## src/rtl/seq_divider_if.sv

```systemverilog
// Handshake and data bundle for the sequential divider.
interface seq_divider_if #(
  parameter int unsigned WIDTH = 32
);
  logic             in_valid;
  logic             in_ready;
  logic             is_signed;
  logic [WIDTH-1:0] dividend;
  logic [WIDTH-1:0] divisor;
  logic             out_valid;
  logic             out_ready;
  logic [WIDTH-1:0] quotient;
  logic [WIDTH-1:0] remainder;
  logic             div_by_zero;
  logic             overflow;
  logic             busy;

  modport master (
    output in_valid, is_signed, dividend, divisor, out_ready,
    input  in_ready, out_valid, quotient, remainder, div_by_zero, overflow, busy
  );

  modport slave (
    input  in_valid, is_signed, dividend, divisor, out_ready,
    output in_ready, out_valid, quotient, remainder, div_by_zero, overflow, busy
  );
endinterface

```

## src/rtl/seq_divider.sv

```systemverilog
// Multi-cycle radix-2 restoring divider, one quotient bit per clock,
// with optional signed mode, divide-by-zero and MIN/-1 overflow handling.
module seq_divider #(
  parameter int unsigned WIDTH     = 32,
  parameter bit          SIGNED_EN = 1'b1
) (
  input  logic         clock,
  input  logic         reset,
  seq_divider_if.slave bus
);
  localparam int unsigned     CNT_W   = (WIDTH > 1) ? $clog2(WIDTH) : 1;
  localparam logic [WIDTH-1:0] MIN_VAL = {1'b1, {(WIDTH-1){1'b0}}};

  typedef enum logic [1:0] {IDLE, CALC, FIX, DONE} state_t;

  state_t           state_q, state_d;
  logic [CNT_W-1:0] cnt_q, cnt_d;
  logic [WIDTH-1:0] rem_q, rem_d;
  logic [WIDTH-1:0] quo_q, quo_d;
  logic [WIDTH-1:0] dvs_q, dvs_d;
  logic             neg_quo_q, neg_quo_d;
  logic             neg_rem_q, neg_rem_d;
  logic             dbz_pend_q, dbz_pend_d;
  logic             ovf_pend_q, ovf_pend_d;
  logic [WIDTH-1:0] quotient_q, quotient_d;
  logic [WIDTH-1:0] remainder_q, remainder_d;
  logic             dbz_q, dbz_d;
  logic             ovf_q, ovf_d;

  logic             in_ready;
  logic             accept;
  logic             signed_mode;
  logic             dvd_neg, dvs_neg;
  logic [WIDTH-1:0] dvd_abs, dvs_abs;
  logic [WIDTH:0]   trial;

  // Operand conditioning and the trial subtraction of one restoring step
  always_comb begin
    in_ready    = (state_q == IDLE) && !reset;
    accept      = bus.in_valid && in_ready;
    signed_mode = bus.is_signed && SIGNED_EN;
    dvd_neg     = signed_mode && bus.dividend[WIDTH-1];
    dvs_neg     = signed_mode && bus.divisor[WIDTH-1];
    dvd_abs     = dvd_neg ? (~bus.dividend + WIDTH'(1)) : bus.dividend;
    dvs_abs     = dvs_neg ? (~bus.divisor + WIDTH'(1)) : bus.divisor;
    trial       = {rem_q, quo_q[WIDTH-1]} - {1'b0, dvs_q};
  end

  // Next-state and datapath updates for the IDLE/CALC/FIX/DONE sequence
  always_comb begin
    state_d     = state_q;
    cnt_d       = cnt_q;
    rem_d       = rem_q;
    quo_d       = quo_q;
    dvs_d       = dvs_q;
    neg_quo_d   = neg_quo_q;
    neg_rem_d   = neg_rem_q;
    dbz_pend_d  = dbz_pend_q;
    ovf_pend_d  = ovf_pend_q;
    quotient_d  = quotient_q;
    remainder_d = remainder_q;
    dbz_d       = dbz_q;
    ovf_d       = ovf_q;

    case (state_q)
      IDLE: begin
        if (accept) begin
          neg_quo_d  = dvd_neg ^ dvs_neg;
          neg_rem_d  = dvd_neg;
          cnt_d      = CNT_W'(WIDTH - 1);
          dbz_pend_d = 1'b0;
          ovf_pend_d = 1'b0;
          if (bus.divisor == '0) begin
            quo_d      = '1;
            rem_d      = bus.dividend;
            dbz_pend_d = 1'b1;
            state_d    = FIX;
          end else if (signed_mode && (bus.dividend == MIN_VAL) && (bus.divisor == '1)) begin
            quo_d      = MIN_VAL;
            rem_d      = '0;
            ovf_pend_d = 1'b1;
            state_d    = FIX;
          end else begin
            quo_d   = dvd_abs;
            rem_d   = '0;
            dvs_d   = dvs_abs;
            state_d = CALC;
          end
        end
      end
      CALC: begin
        // quo_q doubles as the dividend shift register: its MSB feeds the
        // partial remainder while quotient bits enter at the LSB.
        if (!trial[WIDTH]) begin
          rem_d = trial[WIDTH-1:0];
          quo_d = {quo_q[WIDTH-2:0], 1'b1};
        end else begin
          rem_d = {rem_q[WIDTH-2:0], quo_q[WIDTH-1]};
          quo_d = {quo_q[WIDTH-2:0], 1'b0};
        end
        if (cnt_q == '0) begin
          state_d = FIX;
        end else begin
          cnt_d = cnt_q - CNT_W'(1);
        end
      end
      FIX: begin
        if (dbz_pend_q || ovf_pend_q) begin
          quotient_d  = quo_q;
          remainder_d = rem_q;
        end else begin
          quotient_d  = neg_quo_q ? (~quo_q + WIDTH'(1)) : quo_q;
          remainder_d = neg_rem_q ? (~rem_q + WIDTH'(1)) : rem_q;
        end
        dbz_d   = dbz_pend_q;
        ovf_d   = ovf_pend_q;
        state_d = DONE;
      end
      DONE: begin
        if (bus.out_ready) begin
          state_d = IDLE;
        end
      end
      default: state_d = IDLE;
    endcase
  end

  // State and datapath registers; reset discards any operation in flight
  always_ff @(posedge clock or posedge reset) begin
    if (reset) begin
      state_q     <= IDLE;
      cnt_q       <= '0;
      rem_q       <= '0;
      quo_q       <= '0;
      dvs_q       <= '0;
      neg_quo_q   <= 1'b0;
      neg_rem_q   <= 1'b0;
      dbz_pend_q  <= 1'b0;
      ovf_pend_q  <= 1'b0;
      quotient_q  <= '0;
      remainder_q <= '0;
      dbz_q       <= 1'b0;
      ovf_q       <= 1'b0;
    end else begin
      state_q     <= state_d;
      cnt_q       <= cnt_d;
      rem_q       <= rem_d;
      quo_q       <= quo_d;
      dvs_q       <= dvs_d;
      neg_quo_q   <= neg_quo_d;
      neg_rem_q   <= neg_rem_d;
      dbz_pend_q  <= dbz_pend_d;
      ovf_pend_q  <= ovf_pend_d;
      quotient_q  <= quotient_d;
      remainder_q <= remainder_d;
      dbz_q       <= dbz_d;
      ovf_q       <= ovf_d;
    end
  end

  assign bus.in_ready    = in_ready;
  assign bus.out_valid   = (state_q == DONE);
  assign bus.busy        = (state_q == CALC) || (state_q == FIX);
  assign bus.quotient    = quotient_q;
  assign bus.remainder   = remainder_q;
  assign bus.div_by_zero = dbz_q;
  assign bus.overflow    = ovf_q;
endmodule

```

## src/flat_wrapper.sv

```systemverilog
// flat-port wrapper written by rule: the top's interface ports become plain ports
module seq_divider_flat 
#(
  parameter int unsigned WIDTH     = 32,
  parameter bit          SIGNED_EN = 1'b1
)
  (clock, reset, bus_in_valid, bus_is_signed, bus_dividend, bus_divisor, bus_out_ready, bus_in_ready, bus_out_valid, bus_quotient, bus_remainder, bus_div_by_zero, bus_overflow, bus_busy);
  seq_divider_if #(.WIDTH(WIDTH)) bus_i ();
  input  logic clock;
  input  logic reset;
  input wire logic [$bits(bus_i.in_valid)-1:0] bus_in_valid;
  input wire logic [$bits(bus_i.is_signed)-1:0] bus_is_signed;
  input wire logic [$bits(bus_i.dividend)-1:0] bus_dividend;
  input wire logic [$bits(bus_i.divisor)-1:0] bus_divisor;
  input wire logic [$bits(bus_i.out_ready)-1:0] bus_out_ready;
  output wire logic [$bits(bus_i.in_ready)-1:0] bus_in_ready;
  output wire logic [$bits(bus_i.out_valid)-1:0] bus_out_valid;
  output wire logic [$bits(bus_i.quotient)-1:0] bus_quotient;
  output wire logic [$bits(bus_i.remainder)-1:0] bus_remainder;
  output wire logic [$bits(bus_i.div_by_zero)-1:0] bus_div_by_zero;
  output wire logic [$bits(bus_i.overflow)-1:0] bus_overflow;
  output wire logic [$bits(bus_i.busy)-1:0] bus_busy;
  assign bus_i.in_valid = bus_in_valid;
  assign bus_i.is_signed = bus_is_signed;
  assign bus_i.dividend = bus_dividend;
  assign bus_i.divisor = bus_divisor;
  assign bus_i.out_ready = bus_out_ready;
  assign bus_in_ready = bus_i.in_ready;
  assign bus_out_valid = bus_i.out_valid;
  assign bus_quotient = bus_i.quotient;
  assign bus_remainder = bus_i.remainder;
  assign bus_div_by_zero = bus_i.div_by_zero;
  assign bus_overflow = bus_i.overflow;
  assign bus_busy = bus_i.busy;
  seq_divider #(.WIDTH(WIDTH), .SIGNED_EN(SIGNED_EN)) u_core (.clock(clock), .reset(reset), .bus(bus_i));
endmodule
```

## config.mk

```make
export PLATFORM = sky130hd
export DESIGN_NAME = seq_divider_flat
export DESIGN_NICKNAME = d
export VERILOG_FILES = /design/src/rtl/seq_divider_if.sv /design/src/rtl/seq_divider.sv /design/src/flat_wrapper.sv
export SDC_FILE = /design/constraint.sdc
export NUM_CORES = 1
export LEC_CHECK = 0
export CORE_MARGIN = 2
export CORE_UTILIZATION = 56
export DETAILED_ROUTE_END_ITERATION = 7
export PLACE_DENSITY_LB_ADDON = 0.1
export SLEW_MARGIN = 5
export SYNTH_ARGS = -nofsm -noshare
export SYNTH_HDL_FRONTEND = slang
export SYNTH_SLANG_ARGS = --single-unit
```

## constraint.sdc

```tcl
create_clock -name clock -period 9.26 [get_ports clock]
set_input_delay 1.389 -clock clock [delete_from_list [all_inputs] [get_ports clock]]
set_output_delay 1.389 -clock clock [all_outputs]
set_load 0.05 [all_outputs]
```

Figure 1. Clock network drawn from the DEF (run 1).
Bar = 50 um.
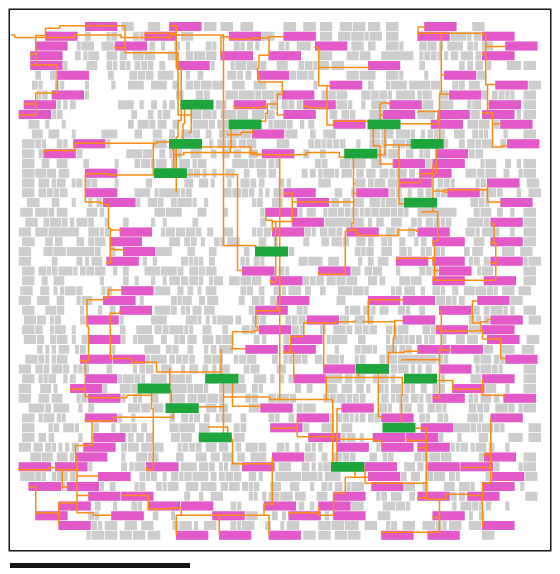
- flip-flops: magenta (count 173)
- clock wires: orange (length 2,390 um)
- cells driving clock nets: green (count 17)
- flops lie: widely spread
Clk pwr share: 12.6%
clk ins delay skew pair: 0.44 ns

Figure 2. Routing congestion (run 1).
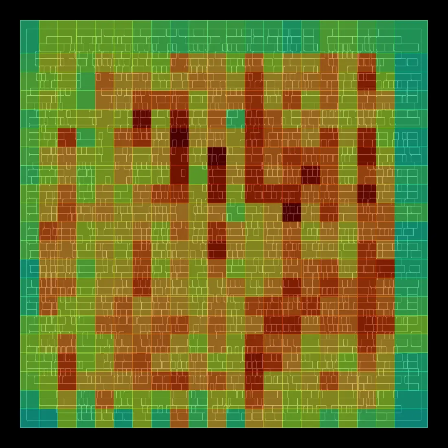
gr usage total: 31.3%
GR Util met2: 50.3%

==> flow_summary.yaml, run 1 <==
# implementation run metrics
cells_and_area:
  antennaDiodeCount: 0
  sh_seq_area_pct: 30.8
  stdcell_count: 1849
  inverters_excl_clock: 68
  seq_area_um2: 4330
  logic_area_um2: 7070
  postLayoutCellArea_um2: 14000
  nNetsFinal: 1675
  lay_top_count: "a21oi_1"
  seq_cells: 173
hold_path:
  hold_path_class: "reg2reg"
  worstHoldEndpoint: "u_core.bus.div_by_zero$_DFFE_PP0P_"
setup_path:
  regToRegEndpoint: "u_core.rem_q[2]$_DFFE_PP0P_"
  endpoint: "u_core.quo_q[8]$_DFFE_PP0P_"
  crit_type: "in2reg"
  reg2reg_slack_ns: 5.06
  crit_required_ns: 9.55
  crit_chain: "clkdlybuf4s50_1, nor4_2, nand4_1, nor2_2, nand2_2, nor4_4, or2_1, o21ai_0, a21oi_1, o21ai_0"
  critPathMostFrequentCell: "o21ai_0"
  crit_cells: 10
  path_buffers: 1
sta:
  setup_slack_ns: 4.72
  period_needed_ns: 4.54
  slew_violations: 0
  relSlewSlack_pct: 20.2
cts:
  cts_resized: 0
  cts.clk_slew.worst_paths_ns: 0.07
  clockBufferDepth: 2
  post-cts-setup-buffers: 0
logic_synthesis:
  synthTopCellsByArea: "dfrtp_1, a21oi_1, xor2_1"
  top_area_cell: "dfrtp_1"
  synth_warnings: 0
  logic_family: "AND-OR/OR-AND gates"
  syn_area_um2: 12000
  ys_seq_share_pct: 36.2
  yosysUniqueCellTypes: 74
power_and_ir_drop:
  ir_worst_vdd_mv: 0.255
  p_sw_mw: 3.16
route:
  drt_iter0_markers: 992
  wl_per_cell_um: 18.7
  dr_wl_met3_mm: 2.10
  ant_nets: 0
  wirelength_met1_mm: 15.2
  wl_met2_mm: 16.1
  viasPerCell: 6.06
run:
  drv_cap: 0
global_route:
  grtUsageMet3_pct: 5.06
  grt_max_degree: 107
  grt_overflow: 0
  gr-usage-met1_pct: 42.7
  grt_pass1_vias: 10500
run_status:
  status: "finished clean"
floorplanning:
  tapcell.inserted: 275
  fp-row-count: 53
Figure 3. The metal 4 layer (run 1).
Cells faint in the background.
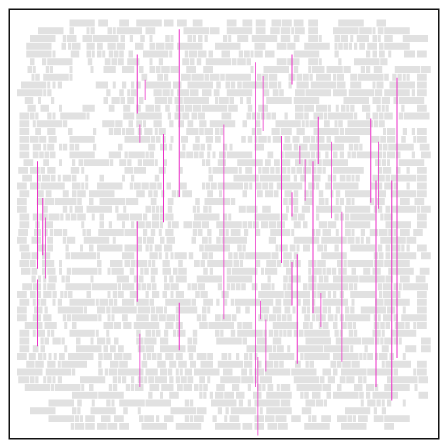
- main direction: vertical
- longest straight run: 114 um
- share of all routed wire: 3.3%
final WL: 34.5 mm
total number of vias: 11,200

==> inputs of run 2 (changes only) <==
==> constraint.sdc (replaced) <==
create_clock -name clock -period 4.75 [get_ports clock]
set_input_delay 0.7125 -clock clock [delete_from_list [all_inputs] [get_ports clock]]
set_output_delay 0.7125 -clock clock [all_outputs]
set_load 0.05 [all_outputs]
Figure 4. The metal 4 layer (run 2).
Cells faint in the background.
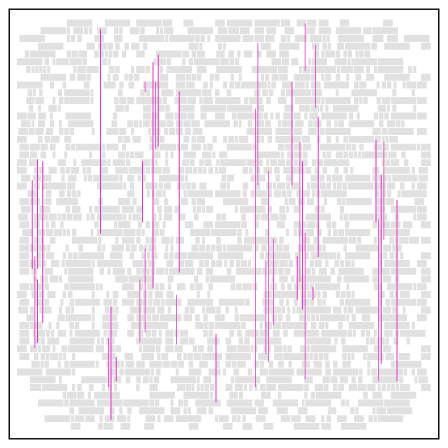
total number of vias: 11,200
final WL: 34.2 mm

==> run 2 against run 1 <==
Clock power increased by 85%. Global-route usage shrank 0.43 points. Via count about the same. Critical path depth grew 2. Largest power group unchanged.
==> flow_summary.yaml, run 2 <==
# implementation run metrics
hold_path:
  worstHoldEndpoint: "u_core.bus.remainder[31]$_DFFE_PP0P_"
  hold_path_class: "reg2reg"
cells_and_area:
  postLayoutCellArea_um2: 14200
  seq_area_um2: 4330
  lay_top_count: "a21oi_1"
  seq_cells: 173
  inverters_excl_clock: 68
  sh_seq_area_pct: 30.6
  stdcell_count: 1862
  logic_area_um2: 7070
  nNetsFinal: 1688
power_and_ir_drop:
  p_clk_share_pct: 11.9
  ir_worst_vdd_mv: 0.347
cts:
  cts_resized: 0
  root_buffer: "clkbuf_16"
  clockBufferDepth: 2
  cts.clk_slew.worst_paths_ns: 0.08
  worstSkewPairLatency_ns: 0.44
logic_synthesis:
  ys_seq_share_pct: 36.2
  common_cells: "a21oi_1, dfrtp_1, nor2_1, nand2_1, o21ai_0"
  top_area_cell: "dfrtp_1"
  syn_area_um2: 12000
  yosysUniqueCellTypes: 74
  logic_family: "AND-OR/OR-AND gates"
  yosysMostFrequentCell: "a21oi_1"
sta:
  setup_slack_ns: 0.859
  period_needed_ns: 3.89
  finalCritPeriodShare_pct: 81.9
  relSlewSlack_pct: 35.9
global_route:
  grtUsageMet3_pct: 4.57
  met2_usage_pct: 48.6
  grt_pass1_vias: 10500
  grt_first_pass_wirelength_mm: 54.4
  gr-usage-met1_pct: 41.9
  grt_max_degree: 174
route:
  viasPerCell: 6.03
  drt_iter0_markers: 1018
  wl_met2_mm: 15.8
run:
  drv_cap: 0
setup_path:
  reg2reg_slack_ns: 0.86
  crit_chain: "inv_1, ha_1, fa_1, nand2b_1, a21o_1, a31oi_4, a211oi_2, or4_1, nand3_1, nand2_1, or4_1, a31oi_1"
  crit_type: "reg2reg"
  path_buffers: 1
  critPathMostFrequentCell: "or4_1"
  regToRegEndpoint: "u_core.rem_q[20]$_DFFE_PP0P_"
  crit_required_ns: 5.11
floorplanning:
  fp-row-count: 53
  tapcell.inserted: 275
run_status:
  status: "finished clean"
Figure 5. Metal layers overlaid (run 2).
Bar = 50 um.
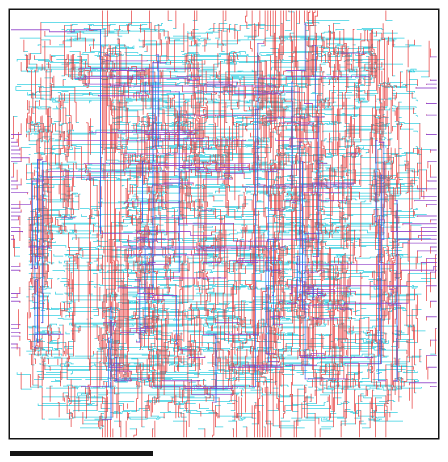
- met1: cyan (wire length 14,700 um)
- met2: red (wire length 15,800 um)
- met3: purple (wire length 2,300 um)
- met4: blue (wire length 1,450 um)
detailed-route wire length per cell: 18.4 um
gr usage total: 30.9%

Power and IR drop assume default switching activity.
